==> images/met1.png <==
Scale bar: 20 microns.
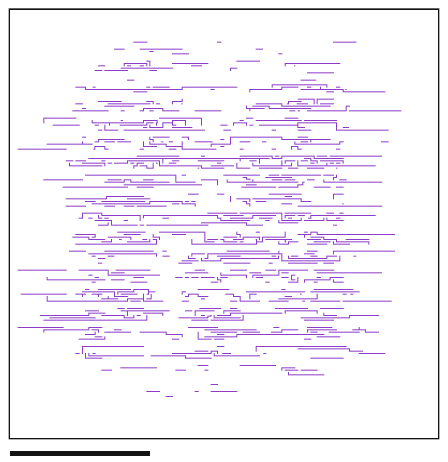
==> images/met2.png <==
Scale bar: 20 microns. Cells faint in the background.
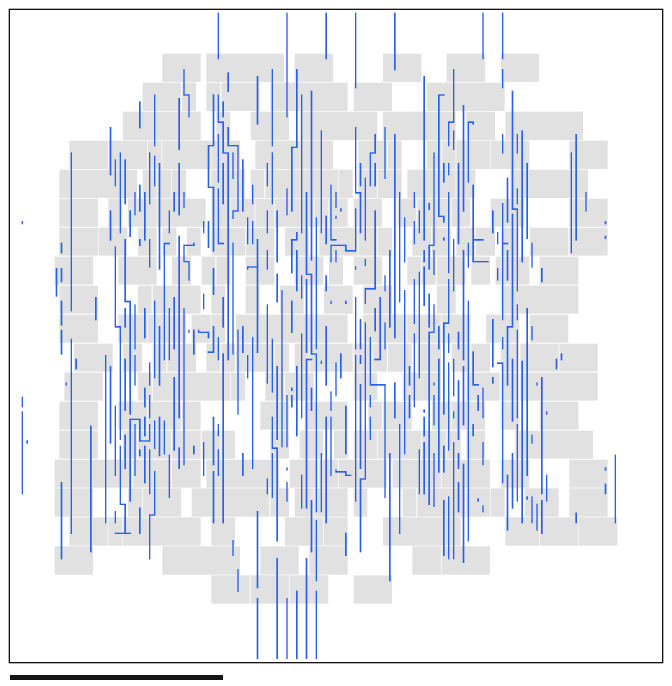
[config.mk]
export PLATFORM = sky130hd
export DESIGN_NAME = bcd_down_counter
export DESIGN_NICKNAME = d
export VERILOG_FILES = /design/src/rtl/bcd_down_counter.sv
export SDC_FILE = /design/constraint.sdc
export NUM_CORES = 1
export LEC_CHECK = 0
export CORE_MARGIN = 4
export CORE_UTILIZATION = 51
export DETAILED_ROUTE_END_ITERATION = 10
export GPL_TIMING_DRIVEN = 0
export PLACE_DENSITY = 0.92
export RECOVER_POWER = 100
export SLEW_MARGIN = 40
export SYNTH_ARGS = -nofsm -noshare
export SYNTH_HDL_FRONTEND = slang
export SYNTH_SLANG_ARGS = --single-unit
[constraint.sdc]
create_clock -name clk -period 6.1 [get_ports clk]
set_input_delay 1.525 -clock clk [delete_from_list [all_inputs] [get_ports clk]]
set_output_delay 1.525 -clock clk [all_outputs]
set_load 0.01 [all_outputs]
[src/rtl/bcd_down_counter.sv]
// Loadable packed-BCD countdown timer with one-shot or periodic expiry.
// Decrements once per ce tick in RUN; pulses done on expiry.
module bcd_down_counter #(
    parameter int PARAM_DIGITS      = 4,
    parameter int PARAM_BASE        = 10,
    parameter bit PARAM_AUTO_RELOAD = 1'b0
) (
    input  logic                      clk,
    input  logic                      rst,
    input  logic                      ce,
    input  logic                      load,
    input  logic [4*PARAM_DIGITS-1:0] load_data,
    input  logic                      start,
    input  logic                      stop,
    output logic [4*PARAM_DIGITS-1:0] data,
    output logic                      running,
    output logic                      done,
    output logic                      load_err
);

    localparam int         LP_W    = 4 * PARAM_DIGITS;
    localparam logic [4:0] LP_BASE = 5'(PARAM_BASE);
    localparam logic [3:0] LP_MAX  = 4'(PARAM_BASE - 1);

    typedef enum logic {
        ST_IDLE,
        ST_RUN
    } state_t;

    state_t          r_state;
    logic [LP_W-1:0] r_data;
    logic [LP_W-1:0] r_rl;
    logic            r_done;
    logic            r_load_err;

    logic [LP_W-1:0] w_dec;
    logic            w_valid;
    logic            w_zero;
    logic            w_one;
    logic [PARAM_DIGITS:0] w_low_zero;

    // A digit steps only when every less-significant digit is already 0.
    always_comb begin
        w_dec      = r_data;
        w_valid    = 1'b1;
        w_low_zero = '0;
        w_low_zero[0] = 1'b1;
        for (int i = 0; i < PARAM_DIGITS; i++) begin
            w_low_zero[i+1] = w_low_zero[i] & (r_data[4*i +: 4] == 4'd0);
            if (w_low_zero[i]) begin
                if (r_data[4*i +: 4] == 4'd0)
                    w_dec[4*i +: 4] = LP_MAX;
                else
                    w_dec[4*i +: 4] = r_data[4*i +: 4] - 4'd1;
            end
            if ({1'b0, load_data[4*i +: 4]} >= LP_BASE)
                w_valid = 1'b0;
        end
    end

    assign w_zero = (r_data == '0);
    assign w_one  = (r_data == LP_W'(1));

    always_ff @(posedge clk) begin
        if (!rst) begin
            r_state    <= ST_IDLE;
            r_data     <= '0;
            r_rl       <= '0;
            r_done     <= 1'b0;
            r_load_err <= 1'b0;
        end else begin
            r_done     <= 1'b0;
            r_load_err <= 1'b0;
            if (load) begin
                if (w_valid) begin
                    r_data  <= load_data;
                    r_rl    <= load_data;
                    r_state <= ST_IDLE;
                end else begin
                    r_load_err <= 1'b1;
                end
            end else if (stop) begin
                r_state <= ST_IDLE;
            end else if (start && r_state == ST_IDLE) begin
                if (!w_zero)
                    r_state <= ST_RUN;
            end else if (ce && r_state == ST_RUN) begin
                if (w_one) begin
                    r_done <= 1'b1;
                    if (PARAM_AUTO_RELOAD) begin
                        r_data <= r_rl;
                    end else begin
                        r_data  <= '0;
                        r_state <= ST_IDLE;
                    end
                end else if (w_zero) begin
                    // Unreachable guard: never wrap below zero.
                    r_state <= ST_IDLE;
                end else begin
                    r_data <= w_dec;
                end
            end
        end
    end

    assign data     = r_data;
    assign running  = (r_state == ST_RUN);
    assign done     = r_done;
    assign load_err = r_load_err;

endmodule
==> results.cfg <==
; yosys + openroad results
[critical_path]
crit_start = load_data[1]
crit_path_max_fanout = 10
arrival_ns = 3.89
crit_required_ns = 6.31
reg2reg_slack_ns = 3.79
endpoint_kind = flop
startpoint_type = primary input

[grt]
grt_first_pass_wirelength_mm = 6.11
grt_pass1_vias = 1376

[hold_path]
min_from = running
min_path_type = flop to flop

[yosys]
edf_count = 0
synth_cell_type_count = 45
syn_area_per_cell_sq_um = 8.24
ys_cells = 175
synthCells = 175
syn-num-nets = 204
ys.flop_type = dfxtp_1

[routing]
drc = 0
drtIter0Drc = 116
viasPerCell = 6.14

[sta]
rsz0062_at_grt = false
clock-skew-final_ns = 0.0121
worst_pin_slew_ns = 0.833
finalHoldViolations = 0
setup_slack_ns = 2.42
timing.hold.ws_ns = 0.507

[clock_tree]
path_clk_slew_ns = 0.13
numCtsBuffers = 3

[placed_design]
hpwl_mm = 2.80
pre_cts_ws_ns = 2.57
portBuffers = 40

[die]
fp.dieH_microns = 61.2
fp_util = 0.528
dieArea_sq_um = 3740

[layout]
final_layout_size_suffix_gt1_frac = 0.0639

[run_status]
status = finished clean

[power_and_ir_drop]
leakage_nw = 0.807
Back to the opening pictures, met1.png:
share of all routed wire: 44%
nets with wire on the layer: 212
met1 Use GR: 0.287
Vias: 1534

Back to the opening pictures, met2.png:
nets with wire on the layer: 207
main direction: vertical
wire length on this layer: 1700 microns
share of all routed wire: 46%
longest straight run: 22.4 microns
M2 GR Usage: 0.337
final WL: 3.74 mm

[registers in the layout, indices dropped and copies added (netlist names)]
| signal | flops |
|---|---|
| running | 1 |
| data | 16 |
| load_err | 1 |
| done | 1 |
[final cells by class]
class	count	area, sq um	area share
multi-input cells	133	951	0.501
repair buffers	40	400	0.211
clock buffers	4	26.3	0.0138
well taps	31	38.8	0.0204
inverters	14	52.6	0.0277
flip-flops and latches	19	380	0.200
plain buffers	9	48.8	0.0257
[power breakdown]
part           internal [mW]  total [mW]  switching [mW]
Sequential             0.129       0.137         0.00760
Combinational         0.0561       0.113          0.0573
Clock                 0.0255      0.0689          0.0434
Total                  0.211       0.319           0.108
[cell usage in the layout (no fill, tap or decap), types with 3 or more instances in the layout]
cell type | Yosys | layout
dlygate4sd3_1 | 0 | 21
nand2_1 | 20 | 20
a21oi_1 | 19 | 19
dfxtp_1 | 19 | 19
clkdlybuf4s50_1 | 0 | 19
inv_1 | 13 | 13
o21ai_0 | 9 | 9
mux2i_1 | 8 | 8
o211ai_1 | 6 | 7
ha_1 | 7 | 7
clkbuf_1 | 3 | 6
a311oi_1 | 6 | 6
o31ai_1 | 6 | 6
o21bai_1 | 3 | 4
nand3_1 | 4 | 4
nor3b_4 | 3 | 3
or3_1 | 3 | 3
nor4b_1 | 3 | 3
and3_1 | 3 | 3
clkbuf_4 | 0 | 3
[metrics by stage]
step,utilization,power (mW)
after floorplan,-,0.213
after global placement,0.688,0.254
after detailed placement,0.688,0.255
after CTS,0.698,0.321
after global routing,0.694,0.339
final,0.694,0.319
[per-layer routing]
metal / track usage / share of wire
met3: 0.0398 / 0.099
met4: 0.0619 / 0.0099
met1: 0.287 / 0.44
met2: 0.337 / 0.46
met5: 0 / 0
[cells by family (layout without fill, tap and decap cells)]
family          Yosys count  in the layout  synth area share
simple gates             55             55             0.245
compound gates           63             63             0.304
fa+ha+maj                 7              7            0.0607
buf+inv                  23             67            0.0711
mux                       8              8            0.0555
flops                    19             19             0.264
[critical path, stage by stage]
cell and delay, ns:
dlygate4sd3_1 0.57, o21ai_0 0.23, nand4_1 0.19, o21bai_1 0.57, clkbuf_1 0.40, a21oi_1 0.12
a311oi_1 0.27
[final timing paths]
check | end | cells past startpoint
worst max-delay path | data[4] | 7
worst min-delay path | running | 2
worst max register to register | data[14] | 8
worst min register to register | running | 2
Power is estimated from default activity; no workload was simulated.
